===== config.mk =====
export PLATFORM = sky130hd
export DESIGN_NAME = vga_pattern_gen
export DESIGN_NICKNAME = d
export VERILOG_FILES = /design/src/rtl/vga_pkg.sv /design/src/rtl/vga_pattern_gen_if.sv /design/src/rtl/vga_pattern_gen_mode_ctrl.sv /design/src/rtl/vga_pattern_gen.sv
export SDC_FILE = /design/constraint.sdc
export NUM_CORES = 1
export LEC_CHECK = 0
export CAP_MARGIN = 0
export CELL_PAD_IN_SITES_DETAIL_PLACEMENT = 1
export CELL_PAD_IN_SITES_GLOBAL_PLACEMENT = 1
export CORE_MARGIN = 2
export CORE_UTILIZATION = 35
export CTS_CLUSTER_DIAMETER = 30
export DETAILED_ROUTE_END_ITERATION = 12
export PLACE_DENSITY_LB_ADDON = 0.1
export SLEW_MARGIN = 10
export SYNTH_ARGS = -nofsm -noshare
export SYNTH_HDL_FRONTEND = slang
export SYNTH_SLANG_ARGS = --single-unit

===== constraint.sdc =====
create_clock -name clk -period 2.99 [get_ports clk]
set_clock_uncertainty 0.15 [all_clocks]
set_input_delay 0.4485 -clock clk [delete_from_list [all_inputs] [get_ports clk]]
set_output_delay 0.4485 -clock clk [all_outputs]
set_load 0.01 [all_outputs]

===== src/rtl/vga_pkg.sv =====
// Shared types for the VGA test-pattern generator: pattern modes and FSM states.
package vga_pkg;
  localparam int COLOR_W_DEF = 4;

  typedef enum logic [1:0] {
    MODE_GRADIENT = 2'd0,
    MODE_BARS     = 2'd1,
    MODE_CHECKER  = 2'd2,
    MODE_SOLID    = 2'd3
  } mode_e;

  typedef enum logic {
    ST_IDLE    = 1'b0,
    ST_PENDING = 1'b1
  } mode_st_e;
endpackage


===== src/rtl/vga_pattern_gen_if.sv =====
// Mode-request bus between the pattern datapath (master) and the mode controller (slave).
interface vga_mode_if
  import vga_pkg::*;
#(
  parameter int FCNT_W = 8
) ();
  mode_e             mode_req;
  logic              mode_req_valid;
  logic              frame_end;
  logic              mode_busy;
  mode_e             active_mode;
  logic [FCNT_W-1:0] frame_cnt;

  modport master (
    output mode_req, mode_req_valid, frame_end,
    input  mode_busy, active_mode, frame_cnt
  );

  modport slave (
    input  mode_req, mode_req_valid, frame_end,
    output mode_busy, active_mode, frame_cnt
  );
endinterface


===== src/rtl/vga_pattern_gen_mode_ctrl.sv =====
// Mode controller: holds a pending request and commits it only at frame boundaries,
// plus the completed-frame counter.
module vga_mode_ctrl
  import vga_pkg::*;
#(
  parameter int FCNT_W = 8
) (
  input logic       clk,
  input logic       reset,
  vga_mode_if.slave ctl
);
  mode_st_e          state, state_nxt;
  mode_e             pending, pending_nxt;
  mode_e             active, active_nxt;
  logic [FCNT_W-1:0] cnt, cnt_nxt;

  always_ff @(posedge clk) begin
    if (reset) begin
      state   <= ST_IDLE;
      pending <= MODE_GRADIENT;
      active  <= MODE_GRADIENT;
      cnt     <= '0;
    end else begin
      state   <= state_nxt;
      pending <= pending_nxt;
      active  <= active_nxt;
      cnt     <= cnt_nxt;
    end
  end

  always_comb begin
    state_nxt   = state;
    pending_nxt = pending;
    active_nxt  = active;
    cnt_nxt     = cnt;
    if (ctl.frame_end) cnt_nxt = cnt + FCNT_W'(1);
    // Commit the old pending value first so a request landing on frame_end waits a frame.
    if (state == ST_PENDING && ctl.frame_end) begin
      active_nxt = pending;
      state_nxt  = ST_IDLE;
    end
    if (ctl.mode_req_valid) begin
      pending_nxt = ctl.mode_req;
      state_nxt   = ST_PENDING;
    end
  end

  assign ctl.mode_busy   = (state == ST_PENDING);
  assign ctl.active_mode = active;
  assign ctl.frame_cnt   = cnt;
endmodule


===== src/rtl/vga_pattern_gen.sv =====
// VGA test-pattern generator: two-stage pixel pipeline (pattern, then blanking)
// with frame-synchronous mode switching.
module vga_pattern_gen
  import vga_pkg::*;
#(
  parameter logic [11:0] H_DISP     = 12'd640,
  parameter logic [11:0] V_DISP     = 12'd480,
  parameter int          COLOR_W    = COLOR_W_DEF,
  parameter int          CHECK_LOG2 = 5,
  parameter int          FCNT_W     = 8
) (
  input  logic                   clk,
  input  logic                   reset,
  input  logic                   display_enable,
  input  logic [11:0]            pixel_x,
  input  logic [11:0]            pixel_y,
  input  logic [1:0]             mode_req,
  input  logic                   mode_req_valid,
  input  logic [3*COLOR_W-1:0]   solid_rgb,
  output logic                   mode_busy,
  output logic [FCNT_W-1:0]      o_frame_cnt,
  output logic [COLOR_W-1:0]     o_vga_r,
  output logic [COLOR_W-1:0]     o_vga_g,
  output logic [COLOR_W-1:0]     o_vga_b
);
  localparam int          CW3   = 3 * COLOR_W;
  localparam logic [11:0] BAR_W = H_DISP / 12'd8;

  vga_mode_if #(.FCNT_W(FCNT_W)) mif ();

  assign mif.mode_req       = mode_e'(mode_req);
  assign mif.mode_req_valid = mode_req_valid;
  assign mif.frame_end      = display_enable && (pixel_x == H_DISP - 12'd1)
                                             && (pixel_y == V_DISP - 12'd1);
  assign mode_busy          = mif.mode_busy;
  assign o_frame_cnt        = mif.frame_cnt;

  vga_mode_ctrl #(.FCNT_W(FCNT_W)) u_mode_ctrl (
    .clk   (clk),
    .reset (reset),
    .ctl   (mif.slave)
  );

  logic [11:0]    bar_q;
  logic [2:0]     bar_idx;
  logic [CW3-1:0] grad, pat;
  logic [CW3-1:0] color_s1, rgb_q;
  logic           de_s1;

  assign bar_q   = pixel_x / BAR_W;
  assign bar_idx = (bar_q > 12'd7) ? 3'd7 : bar_q[2:0];
  assign grad    = CW3'(pixel_x) + CW3'(1) + CW3'(mif.frame_cnt);

  always_comb begin
    pat = '0;
    unique case (mif.active_mode)
      MODE_GRADIENT: pat = grad;
      MODE_BARS:     pat = {{COLOR_W{bar_idx[2]}}, {COLOR_W{bar_idx[1]}}, {COLOR_W{bar_idx[0]}}};
      MODE_CHECKER:  pat = (pixel_x[CHECK_LOG2] ^ pixel_y[CHECK_LOG2]) ? {CW3{1'b1}} : {CW3{1'b0}};
      default:       pat = solid_rgb;
    endcase
  end

  // Stage 1 latches the pattern; stage 2 applies blanking from the delayed enable.
  always_ff @(posedge clk) begin
    if (reset) begin
      color_s1 <= '0;
      de_s1    <= 1'b0;
      rgb_q    <= '0;
    end else begin
      color_s1 <= pat;
      de_s1    <= display_enable;
      rgb_q    <= de_s1 ? color_s1 : '0;
    end
  end

  assign {o_vga_r, o_vga_g, o_vga_b} = rgb_q;
endmodule


==> impl_metrics.csv, run 1 <==
group,metric,value,unit
setup_path,crit_path_end_kind,"flip-flop",
setup_path,worstPathArrival,2.81,ns
finish,num-nets-final,422,
logic_synthesis,synth.cells.most_frequent,"sky130_fd_sc_hd__dfxtp_1, sky130_fd_sc_hd__nor2_1, sky130_fd_sc_hd__o21ai_0",
timing,rsz0062_at_grt,"false",
die,row_count,30,
timing,tns,0,ns
detailed_routing,drt_drc_violations_left,0,
timing,timing_max_transition_violations_final,0,
pwr,leakagePower,1.27,nW
logic_synthesis,synthArstFlopShare,0,
worst_hold_path,min-delay-path-class,"reg2reg",
timing,final_hold_viol_count,0,
grt,grt_pass1_vias,2377,
finish,layout.area.seq,761,sq um
setup_path,r2r_slack,0.58,ns
die,design.core.area,0.00668,sq mm
setup_path,cp_startpoint_kind,"input port",
die,boundaryPins,63,
cts,cts_max_level,2,
cts,cts_setup_buffers,0,
logic_synthesis,synthTopLogicFamily,"simple AND/OR/NAND/NOR gates",
finish,area_added_between_synthesis_and_finish,41.0,%
logic_synthesis,largest_area_contributor_in_the_synthesized_netlist,"sky130_fd_sc_hd__dfxtp_1",
logic_synthesis,ys_cells,291,
logic_synthesis,avgSynthCellArea,8.16,sq um
place,placement.setup.worst_slack,-0.120,ns
job,warning_count,26,
timing,finalSetupViolCount,0,
cts,clkTransAtPathRegs,0.07,ns
place,numPortBuffers,62,
setup_path,reg2reg_to,"color_s1[8]$_SDFF_PP0_",
cts,cts.root.buffer_cell,"sky130_fd_sc_hd__clkbuf_8",
logic_synthesis,ys_sh_adder,0.0643,
pwr,p_per_area,363,mW/mm^2
grt,grt_overflow_total,0,
logic_synthesis,post_synth_inst_count,291,
die,die_w,86.4,um
place,gp_routability_congestion,0.739,
logic_synthesis,yosys.area_share.aoi,0.227,
setup_path,timing_worst_setup_path_type,"in2reg",
grt,grt_antenna_before_repair,0,
die,fp_util,0.355,
grt,grt_start_max_net_pins,15,
finish,area_of_combinational_cells_with_multiple_inputs,0.00148,sq mm
timing,achievable-frequency,360,MHz
setup_path,path_max_fanout,5,
logic_synthesis,number_of_nets_at_floorplan,343,
finish,antenna-diode-count,0,
logic_synthesis,dominantRegCellSynth,"sky130_fd_sc_hd__dfxtp_1",
finish,finalInstanceArea,0.00335,sq mm
pwr,vdd_ir_drop_max,0.186,mV
grt,grt_busiest_layer,"met2",
finish,final_core_utilization,0.501,
timing,worst-slew-pin-transition,0.585,ns
worst_hold_path,min_delay_path_depth,1,
worst_hold_path,whs_endpoint,"rgb_q[0]$_SDFF_PP0_",
detailed_routing,first_iter_violations,88,
logic_synthesis,synth_seq_share,0.321,
logic_synthesis,synth_flops,38,
logic_synthesis,synth_top_area_share,0.321,
setup_path,worst_r2r_path_depth,10,
logic_synthesis,synthMuxAreaShare,0.0253,
grt,grt_pass1_wl,11.5,mm
timing,whs,0.277,ns
setup_path,worst_r2r_startpoint,"u_mode_ctrl.ctl.frame_cnt[0]$_SDFFE_PP0P_",
place,dpl.cell_count,443,
logic_synthesis,synth.cellmix.simpleShare,0.258,
timing,post-route-worst-setup-slack,0.209,ns
cts,cts-resized-gates,0,
cts,cts_tree,"built",
logic_synthesis,edf_count,0,
setup_path,critical_path_required,3.02,ns
logic_synthesis,yosysUniqueCellTypes,57,
place,final_hpwl_from_detailed_placement,5.42,mm
job,maxCapViolations,0,
grt,gr-usage-met2,0.315,
cts,ctsLongestPathBuffers,2,
detailed_routing,dr.pass1.iters,4,
place,dpl_cell_area,0.00322,sq mm
cts,number_of_buffers_added_by_the_clock_tree_synthesis_step,5,
logic_synthesis,area_leaders,"sky130_fd_sc_hd__dfxtp_1, sky130_fd_sc_hd__ha_1, sky130_fd_sc_hd__nor2_1",
detailed_routing,route.antenna.remaining_nets,0,
die,fp.dieArea,0.00746,sq mm
pwr,post-layout-total-power,0.00122,W
status,status,"complete, no violations",
worst_hold_path,hp-start,"color_s1[0]$_SDFF_PP0_",
logic_synthesis,synth_xor_xnor_area_share,0.0443,
logic_synthesis,most_common_cell,"sky130_fd_sc_hd__dfxtp_1",
detailed_routing,viasPerCell,5.37,
logic_synthesis,ys.warnings.count,0,
logic_synthesis,synth_area,0.00237,sq mm
die,die_height,86.4,um
timing,final_period_minus_worst_setup_slack,2.78,ns
detailed_routing,finalWirelength,6.92,mm
finish,lay_top_cells,"sky130_fd_sc_hd__clkdlybuf4s50_1, sky130_fd_sc_hd__dfxtp_1, sky130_fd_sc_hd__nor2_1, sky130_fd_sc_hd__buf_4, sky130_fd_sc_hd__o21ai_0",
cts,cts_sinks,38,
finish,most_common_library_cell_in_the_layout_ignoring_fill_and_taps,"sky130_fd_sc_hd__clkdlybuf4s50_1",
finish,final_layout_size_suffix_gt1_frac,0.124,
detailed_routing,vias,2415,
logic_synthesis,synth-area-yosys,0.00237,sq mm
finish,final_cell_count_no_fill,450,
cts,ctsHoldBuffers,0,
finish,fillerInstances,806,
timing,finalCritPeriodShare,0.930,
timing,slew_headroom,0.609,
run 1: per-layer routing:
layer	wire length, um	vias to the layer above	part of all wire
met5	0	-	0
met4	45	0	0.0065
met3	259	7	0.037
met2	3120	55	0.45
met1	3500	1142	0.51
li1	-	1211	-
run 1: power breakdown:
| group | switching [W] | total (W) | internal, W |
|---|---|---|---|
| clock network | 0.000197 | 0.000464 | 0.000267 |
| logic | 0.000103 | 0.000225 | 0.000122 |
| registers | 0.00000416 | 0.000526 | 0.000522 |
run 1: worst max-delay path by stage:
stage,from,to,cells after the start
after floorplan,pixel_x[11],color_s1[2]$_SDFF_PP0_,8
after detailed placement,pixel_x[8],color_s1[2]$_SDFF_PP0_,9
after CTS,pixel_x[0],color_s1[8]$_SDFF_PP0_,11
after global placement,pixel_x[10],color_s1[2]$_SDFF_PP0_,9
final,pixel_x[8],color_s1[2]$_SDFF_PP0_,9
after global routing,pixel_x[0],color_s1[8]$_SDFF_PP0_,11
run 1: worst max-delay path, stage by stage:
cell and delay, ns:
sky130_fd_sc_hd__clkdlybuf4s50_1 0.47, sky130_fd_sc_hd__nor4b_1 0.41, sky130_fd_sc_hd__nor2b_1 0.22, sky130_fd_sc_hd__a211oi_1 0.11, sky130_fd_sc_hd__maj3_1 0.38, sky130_fd_sc_hd__a31o_2 0.26
sky130_fd_sc_hd__o311ai_2 0.25, sky130_fd_sc_hd__buf_4 0.19, sky130_fd_sc_hd__a22oi_1 0.07
run 1: layout make-up:
type | count | share of cell area
multi-input combinational | 218 | 0.442
timing repair buffer | 90 | 0.248
sequential | 38 | 0.227
tap | 80 | 0.0299
clock buffer | 6 | 0.0247
inverter | 17 | 0.0191
clock inverter | 1 | 0.00897
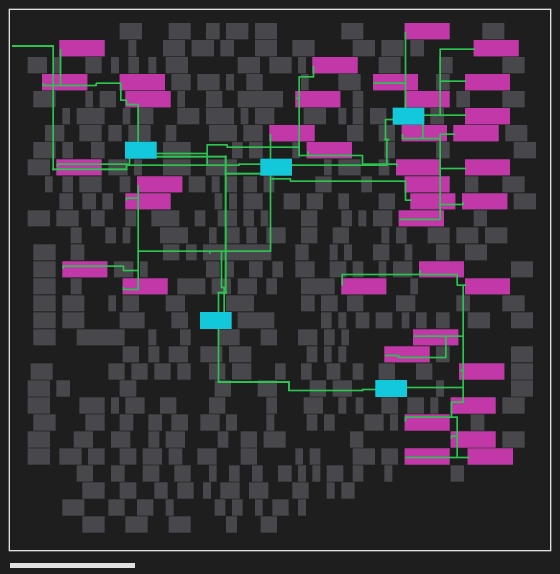
**Above:** run 1 (routed clock nets over the placement).
Bar = 20 um.
flip-flops -> magenta  # count 38
clock wires -> green  # length 600 um
cells driving clock nets -> cyan  # count 5
flops lie = all over the die
Skew-Pair Late Insertion Delay: 0.31 ns
Power Clock: 0.000464 W
Clk network pwr share: 0.382

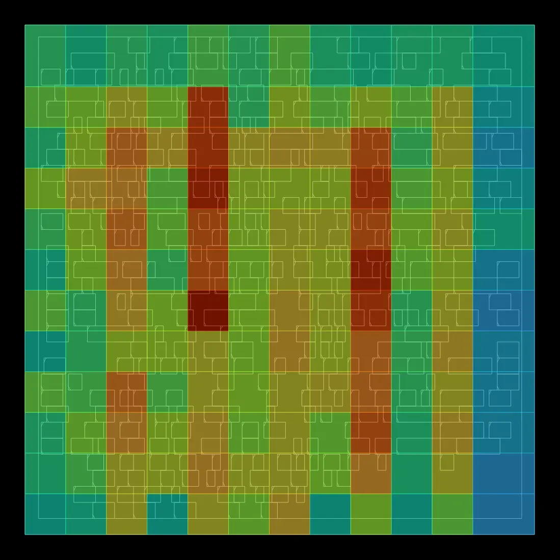
**Above:** run 1 (track usage over the die).
met3 track demand over resource: 0.0343
final routed wire length divided by cell count: 15.4 um
overall routing resource usage: 0.192
met1 demand-to-capacity share in global routing: 0.260

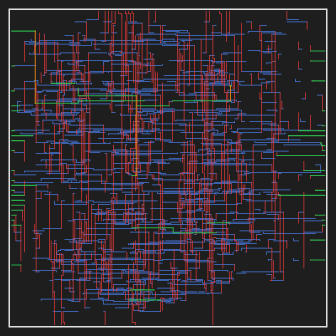
**Above:** run 1 (signal wires by layer).
met4 -> orange  # wire length 45.6 um
met1 -> blue  # wire length 3500 um
met2 -> red  # wire length 3120 um
met3 -> green  # wire length 260 um

--- run 2 (diff from run 1) ---
Settings changed: CTS_CLUSTER_SIZE from default to 10.
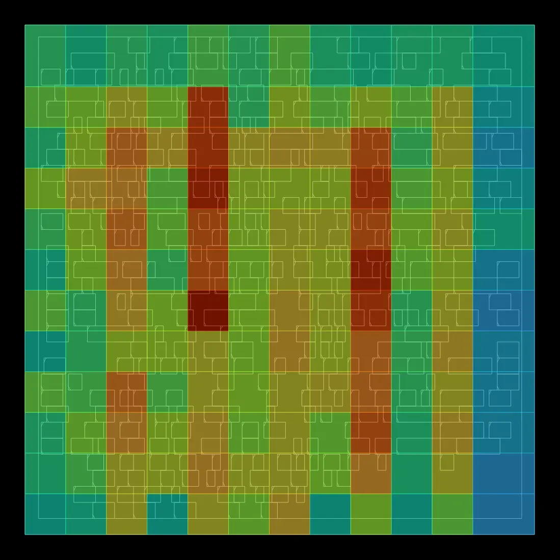
**Above:** run 2 (track usage over the die).
met2 capacity usage during global routing: 0.315
global route hottest layer: met2
Layout Utilization: 0.501

==> run 2 against run 1 <==
  * Sequential power hardly changed
  * Highest routed layer unchanged
  * Hold slack stayed put
  * Clock power hardly changed
  * Core utilization stayed put
  * Global-route usage stayed put
  * Cell count stayed put
  * First-iteration DRC count stayed put
==> impl_metrics.csv, run 2 <==
group,metric,value,unit
status,status,"complete, no violations",
finish,final_cell_count_no_fill,450,
logic_synthesis,synth.cells.most_frequent,"sky130_fd_sc_hd__dfxtp_1, sky130_fd_sc_hd__nor2_1, sky130_fd_sc_hd__o21ai_0",
cts,cts_max_level,2,
finish,most_common_library_cell_in_the_layout_ignoring_fill_and_taps,"sky130_fd_sc_hd__clkdlybuf4s50_1",
die,design.core.area,0.00668,sq mm
grt,grt_overflow_total,0,
logic_synthesis,synth_seq_share,0.321,
timing,slew_headroom,0.609,
detailed_routing,detail_route.wl_per_cell,15.4,um
logic_synthesis,ys.warnings.count,0,
grt,grt_util_met1,0.260,
finish,area_added_between_synthesis_and_finish,41.0,%
grt,grt_antenna_before_repair,0,
setup_path,cp_num_buf_inv,2,
logic_synthesis,avgSynthCellArea,8.16,sq um
detailed_routing,vias,2415,
timing,final_period_minus_worst_setup_slack,2.78,ns
die,boundaryPins,63,
finish,finalInstanceArea,0.00335,sq mm
pwr,leakagePower,1.27,nW
pwr,p_per_area,363,mW/mm^2
timing,post-route-worst-setup-slack,0.209,ns
setup_path,path_max_fanout,5,
logic_synthesis,synth-area-yosys,0.00237,sq mm
logic_synthesis,dominantRegCellSynth,"sky130_fd_sc_hd__dfxtp_1",
cts,cts.root.buffer_cell,"sky130_fd_sc_hd__clkbuf_8",
setup_path,critical_path_required,3.02,ns
cts,worstSkewPairLatency,0.31,ns
logic_synthesis,synth_area,0.00237,sq mm
grt,globalRouteMet3Util,0.0343,
finish,num-nets-final,422,
timing,finalCritPeriodShare,0.930,
setup_path,slowest_delay,0.47,ns
logic_synthesis,largest_area_contributor_in_the_synthesized_netlist,"sky130_fd_sc_hd__dfxtp_1",
detailed_routing,viasPerCell,5.37,
cts,clkTransAtPathRegs,0.07,ns
timing,achievable-frequency,360,MHz
timing,timing_max_transition_violations_final,0,
detailed_routing,finalWirelength,6.92,mm
detailed_routing,dr.pass1.iters,4,
cts,cts_sinks,38,
die,fp_util,0.355,
logic_synthesis,area_leaders,"sky130_fd_sc_hd__dfxtp_1, sky130_fd_sc_hd__ha_1, sky130_fd_sc_hd__nor2_1",
finish,final_layout_size_suffix_gt1_frac,0.124,
detailed_routing,drt_drc_violations_left,0,
logic_synthesis,ys_cells,291,
job,maxCapViolations,0,
grt,grt_pass1_wl,11.5,mm
timing,final_hold_viol_count,0,
finish,antenna-diode-count,0,
timing,rsz0062_at_grt,"false",
grt,overall_routing_resource_usage,0.192,
detailed_routing,route.antenna.remaining_nets,0,
logic_synthesis,synth_top_area_share,0.321,
place,gp_routability_congestion,0.739,
setup_path,cpLargestDelayFamily,"AND-OR/OR-AND gates",
die,row_count,30,
place,placement.setup.worst_slack,-0.120,ns
detailed_routing,first_iter_violations,88,
logic_synthesis,post_synth_inst_count,291,
logic_synthesis,edf_count,0,
detailed_routing,highest-signal-layer,"met4",
die,die_w,86.4,um
cts,ctsLongestPathBuffers,2,
place,numPortBuffers,62,
place,final_hpwl_from_detailed_placement,5.42,mm
setup_path,timing.critical_path.cells,"clkdlybuf4s50_1 -> nor4b_1 -> nor2b_1 -> a211oi_1 -> maj3_1 -> a31o_2 -> o311ai_2 -> buf_4 -> a22oi_1",
timing,whs,0.277,ns
cts,cts_tree,"built",
grt,grt_pass1_vias,2377,
detailed_routing,detailroute.wirelength.met2,3.12,mm
worst_hold_path,min-delay-path-class,"reg2reg",
place,dpl.cell_count,443,
logic_synthesis,most_common_cell,"sky130_fd_sc_hd__dfxtp_1",
cts,ctsHoldBuffers,0,
timing,tns,0,ns
logic_synthesis,synthArstFlopShare,0,
pwr,vdd_ir_drop_max,0.186,mV
grt,grt_start_max_net_pins,15,
place,dpl_cell_area,0.00322,sq mm
die,die_height,86.4,um
detailed_routing,routed_met1_length,3.50,mm
setup_path,timing_worst_setup_path_type,"in2reg",
logic_synthesis,number_of_nets_at_floorplan,343,
cts,number_of_buffers_added_by_the_clock_tree_synthesis_step,5,
setup_path,cp_startpoint_kind,"input port",
setup_path,worstPathArrival,2.81,ns
setup_path,critical_path.slowest_cell,"sky130_fd_sc_hd__clkdlybuf4s50_1",
timing,worst-slew-pin-transition,0.585,ns
setup_path,crit_path_end_kind,"flip-flop",
timing,finalSetupViolCount,0,
detailed_routing,metal3_wl,259,um
die,fp.dieArea,0.00746,sq mm
finish,lay_top_cells,"sky130_fd_sc_hd__clkdlybuf4s50_1, sky130_fd_sc_hd__dfxtp_1, sky130_fd_sc_hd__nor2_1, sky130_fd_sc_hd__buf_4, sky130_fd_sc_hd__o21ai_0",
pwr,post-layout-total-power,0.00122,W
logic_synthesis,synth_flops,38,
logic_synthesis,yosysUniqueCellTypes,57,
job,warning_count,26,
[run 2: cell counts after synthesis]
No cell type changed its count.
[run 2: cell type report]
cell class	count	area, sq um
Fill cell	806	3330
Multi-Input combinational cell	218	1480
Timing Repair Buffer	90	831
Sequential cell	38	761
Tap cell	80	100
Clock buffer	6	82.6
Inverter	17	63.8
Clock inverter	1	30.0
[run 2: worst paths after layout]
| check | startpoint | to | slack, ns | cells past startpoint |
|---|---|---|---|---|
| setup / recovery | pixel_x[8] | color_s1[2]$_SDFF_PP0_ | 0.21 | 9 |
| hold reg to reg | color_s1[0]$_SDFF_PP0_ | rgb_q[0]$_SDFF_PP0_ | 0.28 | 1 |
| setup reg to reg | u_mode_ctrl.ctl.frame_cnt[0]$_SDFFE_PP0P_ | color_s1[8]$_SDFF_PP0_ | 0.58 | 10 |
| hold / removal | color_s1[0]$_SDFF_PP0_ | rgb_q[0]$_SDFF_PP0_ | 0.28 | 1 |
[run 2: repair_timing]
| action | in CTS | in global routing |
|---|---|---|
| setup buffers | 0 | 0 |
| endpoints found under the hold margin | 0 | 0 |
| resized | 0 | 5 |
| endpoints found under the setup margin | 0 | 1 |
[run 2: kinds of logic (layout without fill, tap and decap cells)]
group / count (synthesis) / after routing / share of synthesized area
adders and majority gates: 12 / 12 / 0.0643
xor gates and xnor gates: 12 / 12 / 0.0443
AOI/OAI and AO/OA: 80 / 80 / 0.227
DFF: 38 / 38 / 0.321
buffers and inverters: 35 / 114 / 0.0606
and+or+nand+nor: 108 / 108 / 0.258
muxes: 6 / 6 / 0.0253
[run 2: report_power, final]
part	switching (W)	internal, W	total [W]
Clock	0.000197	0.000267	0.000464
Combinational	0.000103	0.000122	0.000225
Sequential	0.00000416	0.000522	0.000526
**Run 2: metal 3**

Bar = 20 um.
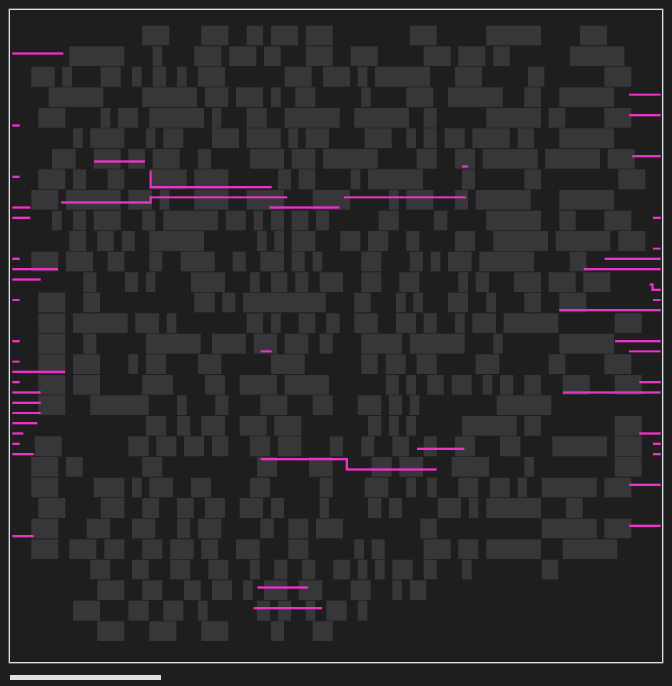

--- run 3 (diff from run 2) ---
Settings changed: CAP_MARGIN 0 to 10, CORE_MARGIN 2 to 5.
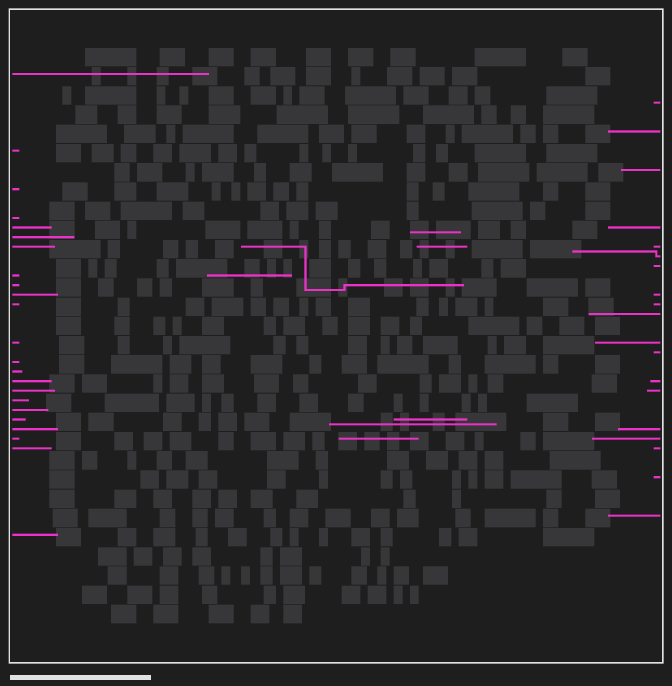
**Above:** run 3 (metal 3).
Bar = 20 um.
nets with wire on the layer = 48
wire length on this layer = 287 um

==> run 3 against run 2 <==
  * Flip-flop count unchanged
  * Via count down 0.91%
  * Worst setup slack better by 0.012 ns
  * Critical path depth up 2
  * First-iteration DRC count down 2.3%
  * Non-clock buffer count up 1
  * Critical endpoint is now color_s1[10]$_SDFF_PP0_
==> impl_metrics.csv, run 3 <==
group,metric,value,unit
status,status,"complete, no violations",
logic_synthesis,dominantRegCellSynth,"sky130_fd_sc_hd__dfxtp_1",
cts,number_of_buffers_added_by_the_clock_tree_synthesis_step,5,
pwr,combinationalPowerShare,0.201,
timing,final_hold_viol_count,0,
cts,cts.root.buffer_cell,"sky130_fd_sc_hd__clkbuf_8",
job,warning_count,26,
setup_path,critical_path.slowest_cell,"sky130_fd_sc_hd__clkdlybuf4s50_1",
pwr,p_per_area,338,mW/mm^2
setup_path,crit_path_end_kind,"flip-flop",
pwr,clock_net_power,0.000375,W
finish,area_of_combinational_cells_with_multiple_inputs,0.00148,sq mm
die,fp_util,0.355,
grt,grt_pass1_vias,2380,
logic_synthesis,synth_area,0.00237,sq mm
grt,grt_pass1_wl,11.5,mm
timing,finalCritPeriodShare,0.926,
finish,final_core_utilization,0.499,
finish,area_added_between_synthesis_and_finish,40.5,%
logic_synthesis,ys.warnings.count,0,
timing,finalSetupViolCount,0,
worst_hold_path,min-delay-path-class,"reg2reg",
die,row_count,30,
pwr,share_seq_of_total_power,0.466,
logic_synthesis,synth_flops,38,
pwr,combinationalPower,0.000227,W
place,gp_routability_congestion,0.794,
logic_synthesis,synth-area-yosys,0.00237,sq mm
timing,timing_max_transition_violations_final,0,
cts,ctsHoldBuffers,0,
logic_synthesis,ys_cells,291,
detailed_routing,finalWirelength,7.02,mm
place,numPortBuffers,62,
setup_path,r2r_slack,0.53,ns
cts,cts_sinks,38,
place,dpl_cell_area,0.00323,sq mm
pwr,largestPowerGroup,"registers",
cts,cts_tree,"built",
setup_path,timing_worst_setup_path_type,"in2reg",
timing,slew_headroom,0.574,
pwr,sequentialPower,0.000526,W
detailed_routing,vias,2393,
pwr,post-layout-total-power,0.00113,W
detailed_routing,viasPerCell,5.29,
logic_synthesis,edf_count,0,
cts,clkTransAtPathRegs,0.08,ns
setup_path,slowest_delay,0.48,ns
die,fp.dieArea,0.00853,sq mm
finish,lay_top_cells,"sky130_fd_sc_hd__clkdlybuf4s50_1, sky130_fd_sc_hd__dfxtp_1, sky130_fd_sc_hd__nor2_1, sky130_fd_sc_hd__buf_4, sky130_fd_sc_hd__o21ai_0",
pwr,pwr-share-clk,0.333,
setup_path,path_max_fanout,3,
grt,overall_routing_resource_usage,0.165,
logic_synthesis,number_of_nets_at_floorplan,343,
logic_synthesis,area_leaders,"sky130_fd_sc_hd__dfxtp_1, sky130_fd_sc_hd__ha_1, sky130_fd_sc_hd__nor2_1",
place,final_hpwl_from_detailed_placement,5.47,mm
setup_path,cp_startpoint_kind,"input port",
finish,finalInstanceArea,0.00333,sq mm
timing,worst-slew-pin-transition,0.638,ns
finish,layout.area.seq,761,sq um
detailed_routing,first_iter_violations,86,
timing,achievable-frequency,361,MHz
finish,most_common_library_cell_in_the_layout_ignoring_fill_and_taps,"sky130_fd_sc_hd__clkdlybuf4s50_1",
detailed_routing,drt_drc_violations_left,0,
finish,fillerInstances,823,
timing,final_period_minus_worst_setup_slack,2.77,ns
grt,grt_start_max_net_pins,20,
logic_synthesis,most_common_cell,"sky130_fd_sc_hd__dfxtp_1",
die,die_w,92.4,um
setup_path,timing.critical_path.cells,"clkdlybuf4s50_1 -> inv_1 -> ha_1 -> fa_1 -> nor2b_1 -> o21ai_0 -> a21oi_1 -> o21ai_0 -> a21o_1 -> or3_1 -> nand3_1",
detailed_routing,detail_route.wl_per_cell,15.5,um
pwr,leakagePower,1.27,nW
grt,grt_overflow_total,0,
pwr,netSwitchingFraction,0.264,
job,maxCapViolations,0,
grt,grt_antenna_before_repair,0,
setup_path,worstPathArrival,2.84,ns
logic_synthesis,synth_top_area_share,0.321,
timing,whs,0.280,ns
cts,cts_max_level,2,
die,design.core.area,0.00668,sq mm
cts,ctsLongestPathBuffers,2,
finish,antenna-diode-count,0,
detailed_routing,dr.pass1.iters,4,
logic_synthesis,yosysUniqueCellTypes,57,
die,boundaryPins,63,
## run 3: through the flow
step	setup WS, ns	std cells	TNS [ns]
4_1_cts	0.149	452	0
2_1_floorplan	0.404	291	0
3_5_place_dp	-0.153	444	-0.724
5_1_grt	0.0241	452	0
6_report	0.222	452	0
3_3_place_gp	-0.107	444	-0.434
## run 3: path summary, 6_finish.rpt
path / startpoint / cells past startpoint / to
worst max-delay path: pixel_x[0] / 11 / color_s1[10]$_SDFF_PP0_
worst min-delay path: color_s1[11]$_SDFF_PP0_ / 1 / rgb_q[11]$_SDFF_PP0_
worst max register to register: u_mode_ctrl.ctl.frame_cnt[0]$_SDFFE_PP0P_ / 10 / color_s1[10]$_SDFF_PP0_
worst min register to register: color_s1[11]$_SDFF_PP0_ / 1 / rgb_q[11]$_SDFF_PP0_
## run 3: layer usage
layer / routed length, um / GRT usage / share of wire / vias up
met1: 3550 / 0.236 / 0.50 / 1123
met3: 287 / 0.0325 / 0.041 / 2
li1: - / - / - / 1212
met2: 3160 / 0.265 / 0.45 / 56
met4: 28 / 0.0223 / 0.0040 / 0
met5: 0 / 0 / 0 / -
## run 3: final cells by class
| type | count | area share |
|---|---|---|
| Multi-Input combinational cell | 218 | 0.443 |
| Clock buffer | 6 | 0.0248 |
| Inverter | 17 | 0.0191 |
| Sequential cell | 38 | 0.228 |
| Clock inverter | 2 | 0.00375 |
| Tap cell | 80 | 0.0300 |
| Timing Repair Buffer | 91 | 0.251 |
## run 3: logic make-up after synthesis
family / synth area share
AND/OR/NAND/NOR: 0.258
adder cells (fa/ha/maj): 0.0643
AND-OR/OR-AND: 0.227
flip-flops: 0.321
XOR/XNOR: 0.0443
buffers and inverters: 0.0606
multiplexers: 0.0253
Power is estimated from default activity; no workload was simulated.
